Signal metal coverage by tile:
12 x 12 tiles, from dark blue (low) to red (high), scaled to the fullest tile. Values are wire area over tile area, all layers added.
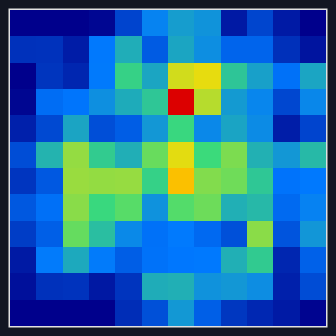
Clock distribution:
Scale bar: 20 um.
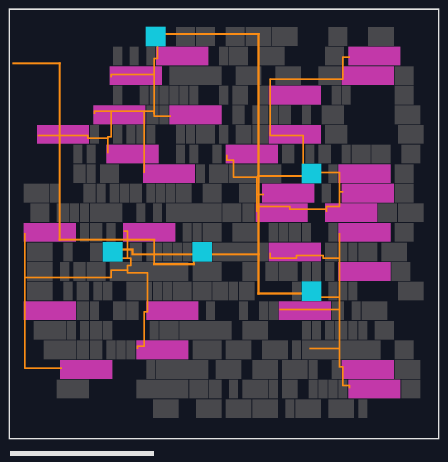
**config.mk**
```make
export PLATFORM = sky130hd
export DESIGN_NAME = timer_apb_regs_flat
export DESIGN_NICKNAME = d
export VERILOG_FILES = /design/src/rtl/timer_pkg.sv /design/src/rtl/timer_apb_regs_if.sv /design/src/rtl/apb_slave_fsm.sv /design/src/rtl/timer_apb_regs.sv /design/src/flat_wrapper.sv
export SDC_FILE = /design/constraint.sdc
export NUM_CORES = 1
export LEC_CHECK = 0
export ABC_AREA = 1
export CAP_MARGIN = 30
export CORE_MARGIN = 1.5
export CORE_UTILIZATION = 44
export CTS_BUF_LIST = sky130_fd_sc_hd__clkbuf_2 sky130_fd_sc_hd__clkbuf_4 sky130_fd_sc_hd__clkbuf_8
export CTS_CLUSTER_SIZE = 14
export DETAILED_ROUTE_END_ITERATION = 6
export PLACE_DENSITY = 0.81
export SYNTH_ARGS = -nofsm -noshare
export SYNTH_HDL_FRONTEND = slang
export SYNTH_SLANG_ARGS = --single-unit
export TNS_END_PERCENT = 1
```
**constraint.sdc**
```tcl
create_clock -name pclk -period 1.7 [get_ports pclk]
set_input_delay 0.425 -clock pclk [delete_from_list [all_inputs] [get_ports pclk]]
set_output_delay 0.425 -clock pclk [all_outputs]
set_load 0.05 [all_outputs]
```
**src/rtl/timer_pkg.sv**
```systemverilog
`default_nettype none
// ============================================================================
//  Module   : timer_pkg
//  Desc     : Shared constants, types and helpers for the timer APB register
//             block: address map, TCR/TSR bit positions, APB FSM encoding.
//  Revision : 1.0 - initial release
// ============================================================================
package timer_pkg;

    // Register index: the map occupies the bottom four addresses.
    localparam logic [1:0] c_addr_tdr  = 2'd0;
    localparam logic [1:0] c_addr_tcr  = 2'd1;
    localparam logic [1:0] c_addr_tsr  = 2'd2;
    localparam logic [1:0] c_addr_tcnt = 2'd3;

    // TCR bit positions
    localparam int c_tcr_load   = 7;
    localparam int c_tcr_down   = 5;
    localparam int c_tcr_en     = 4;
    localparam int c_tcr_cks_hi = 1;
    localparam int c_tcr_cks_lo = 0;

    // Only implemented TCR bits are stored; reserved bits read back as 0.
    localparam logic [7:0] c_tcr_wmask = 8'hB3;

    // TSR bit positions
    localparam int c_tsr_ovf = 0;
    localparam int c_tsr_udf = 1;

    typedef enum logic [1:0] {
        ST_IDLE   = 2'd0,
        ST_SETUP  = 2'd1,
        ST_ACCESS = 2'd2
    } apb_state_e;

    // An access errors when it falls outside the map or writes the read-only
    // counter snapshot.
    function automatic logic access_err(input logic       in_range,
                                        input logic [1:0] reg_sel,
                                        input logic       is_write);
        return !in_range || (is_write && (reg_sel == c_addr_tcnt));
    endfunction

endpackage
`default_nettype wire

```
**src/rtl/timer_apb_regs_if.sv**
```systemverilog
`default_nettype none
// ============================================================================
//  Module   : timer_apb_regs_if
//  Desc     : APB bus bundle between the CPU-side master and the timer
//             register block.
//  Revision : 1.0 - initial release
// ============================================================================
interface timer_apb_regs_if #(
    parameter int ADDR_W = 8
) ();

    logic              psel;
    logic              penable;
    logic              pwrite;
    logic [ADDR_W-1:0] paddr;
    logic [7:0]        pwdata;
    logic [7:0]        prdata;
    logic              pready;
    logic              pslverr;

    modport master (
        output psel, penable, pwrite, paddr, pwdata,
        input  prdata, pready, pslverr
    );

    modport slave (
        input  psel, penable, pwrite, paddr, pwdata,
        output prdata, pready, pslverr
    );

endinterface
`default_nettype wire

```
**src/rtl/apb_slave_fsm.sv**
```systemverilog
`default_nettype none
// ============================================================================
//  Module   : apb_slave_fsm
//  Desc     : APB responder handshake: SETUP/ACCESS sequencing, wait-state
//             counter, registered pready/pslverr and the read/write strobes
//             used by the register file.
//  Revision : 1.0 - initial release
// ============================================================================
module apb_slave_fsm
    import timer_pkg::*;
#(
    parameter int WAIT_CYCLES = 0,
    parameter int ADDR_W      = 8
) (
    input  wire logic              clk,
    input  wire logic              rst_n,
    input  wire logic              i_psel,
    input  wire logic              i_penable,
    input  wire logic              i_pwrite,
    input  wire logic [ADDR_W-1:0] i_paddr,
    output logic                   o_pready,
    output logic                   o_pslverr,
    output logic                   o_wr_en,
    output logic                   o_rd_en
);

    // Wait counter value at which pready is scheduled for the next cycle.
    localparam logic [1:0] c_last_wait = (WAIT_CYCLES > 0) ? 2'(WAIT_CYCLES - 1) : 2'd0;
    localparam logic       c_no_wait   = (WAIT_CYCLES == 0);

    apb_state_e r_state;
    apb_state_e w_state_nxt;
    logic [1:0] r_wait_cnt;
    logic [1:0] w_wait_cnt_nxt;
    logic       r_pready;
    logic       w_pready_nxt;
    logic       r_pslverr;
    logic       w_in_range;
    logic       w_err;

    assign w_in_range = ((i_paddr >> 2) == '0);
    assign w_err      = access_err(w_in_range, i_paddr[1:0], i_pwrite);

    // Next-state logic; pready is computed one cycle early so it can be registered.
    always_comb begin
        w_state_nxt    = r_state;
        w_wait_cnt_nxt = r_wait_cnt;
        w_pready_nxt   = 1'b0;
        unique case (r_state)
            ST_IDLE: begin
                if (i_psel && !i_penable) begin
                    w_state_nxt    = ST_SETUP;
                    w_wait_cnt_nxt = 2'd0;
                end
            end
            ST_SETUP: begin
                if (i_psel && i_penable) begin
                    w_state_nxt  = ST_ACCESS;
                    w_pready_nxt = c_no_wait;
                end else begin
                    w_state_nxt = ST_IDLE;
                end
            end
            ST_ACCESS: begin
                // Completion, deselect or a dropped penable all end the transfer.
                if (r_pready || !i_psel || !i_penable) begin
                    w_state_nxt = ST_IDLE;
                end else if (r_wait_cnt == c_last_wait) begin
                    w_pready_nxt = 1'b1;
                end else begin
                    w_wait_cnt_nxt = r_wait_cnt + 2'd1;
                end
            end
            default: begin
                w_state_nxt = ST_IDLE;
            end
        endcase
    end

    // State, wait counter and registered response flags.
    always_ff @(posedge clk) begin
        if (!rst_n) begin
            r_state    <= ST_IDLE;
            r_wait_cnt <= 2'd0;
            r_pready   <= 1'b0;
            r_pslverr  <= 1'b0;
        end else begin
            r_state    <= w_state_nxt;
            r_wait_cnt <= w_wait_cnt_nxt;
            r_pready   <= w_pready_nxt;
            r_pslverr  <= w_pready_nxt && w_err;
        end
    end

    assign o_pready  = r_pready;
    assign o_pslverr = r_pslverr;
    // pready is only ever high in ACCESS, so it also qualifies the state.
    assign o_wr_en   = r_pready && i_psel && i_penable && i_pwrite && !w_err;
    // Read data is captured on the edge that raises pready.
    assign o_rd_en   = w_pready_nxt && !i_pwrite && !w_err;

endmodule
`default_nettype wire

```
**src/rtl/timer_apb_regs.sv**
```systemverilog
`default_nettype none
// ============================================================================
//  Module   : timer_apb_regs
//  Desc     : APB register file for the 8-bit timer: TDR, TCR and TSR, plus
//             read-only access to the live counter value.
//  Revision : 1.0 - initial release
// ============================================================================
module timer_apb_regs
    import timer_pkg::*;
#(
    parameter int WAIT_CYCLES = 0,
    parameter int ADDR_W      = 8
) (
    input  wire logic           pclk,
    input  wire logic           presetn,
    timer_apb_regs_if.slave     apb,
    output logic [7:0]          tdr,
    output logic                tcr_load,
    output logic                tcr_down,
    output logic                tcr_en,
    output logic [1:0]          tcr_cks,
    input  wire logic           ovf_set,
    input  wire logic           udf_set,
    input  wire logic [7:0]     tcnt,
    output logic                tsr_ovf,
    output logic                tsr_udf
);

    logic [7:0] r_tdr;
    logic [7:0] r_tcr;
    logic [1:0] r_tsr;
    logic [1:0] w_tsr_nxt;
    logic [1:0] w_tsr_set;
    logic [1:0] w_tsr_clr;
    logic [7:0] r_prdata;
    logic [7:0] w_rdata;
    logic [1:0] w_reg_sel;
    logic       w_wr_en;
    logic       w_rd_en;
    logic       w_pready;
    logic       w_pslverr;

    apb_slave_fsm #(
        .WAIT_CYCLES (WAIT_CYCLES),
        .ADDR_W      (ADDR_W)
    ) u_fsm (
        .clk       (pclk),
        .rst_n     (presetn),
        .i_psel    (apb.psel),
        .i_penable (apb.penable),
        .i_pwrite  (apb.pwrite),
        .i_paddr   (apb.paddr),
        .o_pready  (w_pready),
        .o_pslverr (w_pslverr),
        .o_wr_en   (w_wr_en),
        .o_rd_en   (w_rd_en)
    );

    assign w_reg_sel = apb.paddr[1:0];

    // Read multiplexer over the register map.
    always_comb begin
        w_rdata = 8'h00;
        unique case (w_reg_sel)
            c_addr_tdr:  w_rdata = r_tdr;
            c_addr_tcr:  w_rdata = r_tcr;
            c_addr_tsr:  w_rdata = {6'b000000, r_tsr};
            c_addr_tcnt: w_rdata = tcnt;
            default:     w_rdata = 8'h00;
        endcase
    end

    // TSR: a core pulse sets a bit, a 0 in the written data clears it; set wins.
    assign w_tsr_set[c_tsr_ovf] = ovf_set;
    assign w_tsr_set[c_tsr_udf] = udf_set;
    assign w_tsr_clr = (w_wr_en && (w_reg_sel == c_addr_tsr)) ? ~apb.pwdata[1:0] : 2'b00;

    for (genvar gi = 0; gi < 2; gi++) begin : g_tsr_bit
        assign w_tsr_nxt[gi] = w_tsr_set[gi] | (r_tsr[gi] & ~w_tsr_clr[gi]);
    end

    // Register file and read-data capture.
    always_ff @(posedge pclk) begin
        if (!presetn) begin
            r_tdr    <= 8'h00;
            r_tcr    <= 8'h00;
            r_tsr    <= 2'b00;
            r_prdata <= 8'h00;
        end else begin
            if (w_wr_en && (w_reg_sel == c_addr_tdr)) begin
                r_tdr <= apb.pwdata;
            end
            if (w_wr_en && (w_reg_sel == c_addr_tcr)) begin
                r_tcr <= apb.pwdata & c_tcr_wmask;
            end
            r_tsr    <= w_tsr_nxt;
            r_prdata <= w_rd_en ? w_rdata : 8'h00;
        end
    end

    assign apb.prdata  = r_prdata;
    assign apb.pready  = w_pready;
    assign apb.pslverr = w_pslverr;

    assign tdr      = r_tdr;
    assign tcr_load = r_tcr[c_tcr_load];
    assign tcr_down = r_tcr[c_tcr_down];
    assign tcr_en   = r_tcr[c_tcr_en];
    assign tcr_cks  = r_tcr[c_tcr_cks_hi:c_tcr_cks_lo];
    assign tsr_ovf  = r_tsr[c_tsr_ovf];
    assign tsr_udf  = r_tsr[c_tsr_udf];

endmodule
`default_nettype wire

```
**src/flat_wrapper.sv**
```systemverilog
// flat-port wrapper written by rule: the top's interface ports become plain ports
module timer_apb_regs_flat import timer_pkg::*;
#(
    parameter int WAIT_CYCLES = 0,
    parameter int ADDR_W      = 8
)
  (pclk, presetn, tdr, tcr_load, tcr_down, tcr_en, tcr_cks, ovf_set, udf_set, tcnt, tsr_ovf, tsr_udf, apb_psel, apb_penable, apb_pwrite, apb_paddr, apb_pwdata, apb_prdata, apb_pready, apb_pslverr);
  timer_apb_regs_if #(.ADDR_W(ADDR_W)) apb_i ();
  input  wire logic pclk;
  input  wire logic presetn;
  output logic [7:0] tdr;
  output logic tcr_load;
  output logic tcr_down;
  output logic tcr_en;
  output logic [1:0] tcr_cks;
  input  wire logic ovf_set;
  input  wire logic udf_set;
  input  wire logic [7:0] tcnt;
  output logic tsr_ovf;
  output logic tsr_udf;
  input wire logic [$bits(apb_i.psel)-1:0] apb_psel;
  input wire logic [$bits(apb_i.penable)-1:0] apb_penable;
  input wire logic [$bits(apb_i.pwrite)-1:0] apb_pwrite;
  input wire logic [$bits(apb_i.paddr)-1:0] apb_paddr;
  input wire logic [$bits(apb_i.pwdata)-1:0] apb_pwdata;
  output wire logic [$bits(apb_i.prdata)-1:0] apb_prdata;
  output wire logic [$bits(apb_i.pready)-1:0] apb_pready;
  output wire logic [$bits(apb_i.pslverr)-1:0] apb_pslverr;
  assign apb_i.psel = apb_psel;
  assign apb_i.penable = apb_penable;
  assign apb_i.pwrite = apb_pwrite;
  assign apb_i.paddr = apb_paddr;
  assign apb_i.pwdata = apb_pwdata;
  assign apb_prdata = apb_i.prdata;
  assign apb_pready = apb_i.pready;
  assign apb_pslverr = apb_i.pslverr;
  timer_apb_regs #(.WAIT_CYCLES(WAIT_CYCLES), .ADDR_W(ADDR_W)) u_core (.pclk(pclk), .presetn(presetn), .apb(apb_i), .tdr(tdr), .tcr_load(tcr_load), .tcr_down(tcr_down), .tcr_en(tcr_en), .tcr_cks(tcr_cks), .ovf_set(ovf_set), .udf_set(udf_set), .tcnt(tcnt), .tsr_ovf(tsr_ovf), .tsr_udf(tsr_udf));
endmodule
```
==> flow_summary_export.csv <==
group,metric,value,unit
min_path,hp-start,"u_core.tdr[5]",
layout,final_core_util,70.9,%
final_timing,grt_setup_unrepaired,"no",
power,power_density,906,nW/um^2
routing,top_layer,"met4",
power,pg_comb,0.489,mW
routing,first_pass_iters,4,
layout,largestClassByArea,"multi-input combinational cells",
power,comb_power_share,25.2,%
layout,numSequentialCells,29,
critical_path,crit_type,"input pin to flip-flop",
grt,grt.busiest_layer,"met2",
critical_path,path_cells,"clkdlybuf4s50_1, nand2_1, inv_1, nand3_2, o21ai_1, nand2_1, inv_2, nand2_2, nor2_1",
grt,grt_usage,21.5,%
critical_path,crit_path_top_delay_cell,"clkdlybuf4s50_1",
final_timing,finalSetupViolCount,0,
grt,grt_pass1_vias,1345,
layout,antenna_cells,0,
clocking,tritoncts,"built",
power,top_power_group,"registers",
die,core_area,3030,um^2
critical_path,cp.required,1.98,ns
synth,syn_nets,226,
routing,wl_per_cell,11.0,um
final_timing,fmax,0.669,GHz
layout,nClkBuffers,5,
power,internal_power,1.41,mW
grt,use_met1,25.3,%
final_timing,tightest_slew,0.291,ns
final_timing,fin_crit,1.50,ns
synth,synthCells,191,
clocking,clock-sinks,29,
layout,syn2layout_area_growth,53.1,%
final_timing,drv_slew,0,
clocking,cts_root_buffer,"clkbuf_4",
clocking,clock_path_buffers,2,
power,switching_power,0.534,mW
die,dieArea,3530,um^2
routing,postRouteAntennaNets,0,
synth,ys_cells,191,
layout,final_common_cell,"nand2_1",
grt,grt-ovfl-total,0,
synth,yosysWarnings,0,
clocking,cts_max_level,2,
power,leakage,1.01,nW
placement,routabilityCongestion,0.856,
final_timing,hold_violations,0,
synth,ys_async_sr_fraction,0,%
routing,dr_wl_met3,256,um
grt,grt_max_degree,12,
critical_path,cp.depth,9,
layout,final_area,2150,um^2
critical_path,setup.worst_path.end_class,"flip-flop",
final_timing,finalWorstSetupSlack,0.205,ns
routing,routed_wl,3350,um
layout,signal_buffers,66,
layout,sh_seq_area,27.1,%
placement,post-place-ws,-0.152,ns
power,p_clk_share,36.3,%
synth,xor_share,0,%
power,ir_drop,0.756,mV
layout,instances_no_fill,306,
die,die_h,59.4,um
synth,yosys_area,1400,um^2
critical_path,reg2reg_slack,0.26,ns
synth,largest_area_cell,"dfxtp_1",
synth,avgSynthCellArea,7.34,um^2
die,io_pins,56,
synth,edf_count,0,
placement,dp_hpwl,2640,um
synth,synth_cell_types,23,
status,outcome,"completed",
clocking,worst_skew_pair.late_latency,0.33,ns
placement,portBuffers,55,
routing,drc,0,
grt,use_met2,35.3,%
job,warnings,28,
placement,dpl_cell_area,2040,um^2
power,p_seq,0.749,mW
die,well_tap_count,44,
layout,final_layout_size_suffix_gt1_share,21.4,%
critical_path,arrival,1.78,ns
final_timing,whs,0.493,ns
grt,use_met3,6.77,%
grt,grt_pass1_wl,5570,um
clocking,cts_setup_buffers,0,
synth,synthMuxAreaShare,0,%
Back to the opening pictures, 'signal metal coverage by tile':
The densest ninth of the die: centre. The fullest tile reaches 0.55. The emptiest ninth of the die: north-west. The mean over all tiles is 0.16.

Back to the opening pictures, 'clock distribution':
Key: clock-net drivers = cyan [count 5]; clock wires = orange [length 374 um]; flip-flops = magenta [count 29]
There are 6 routed clock nets.

Power is estimated from default activity; no workload was simulated.
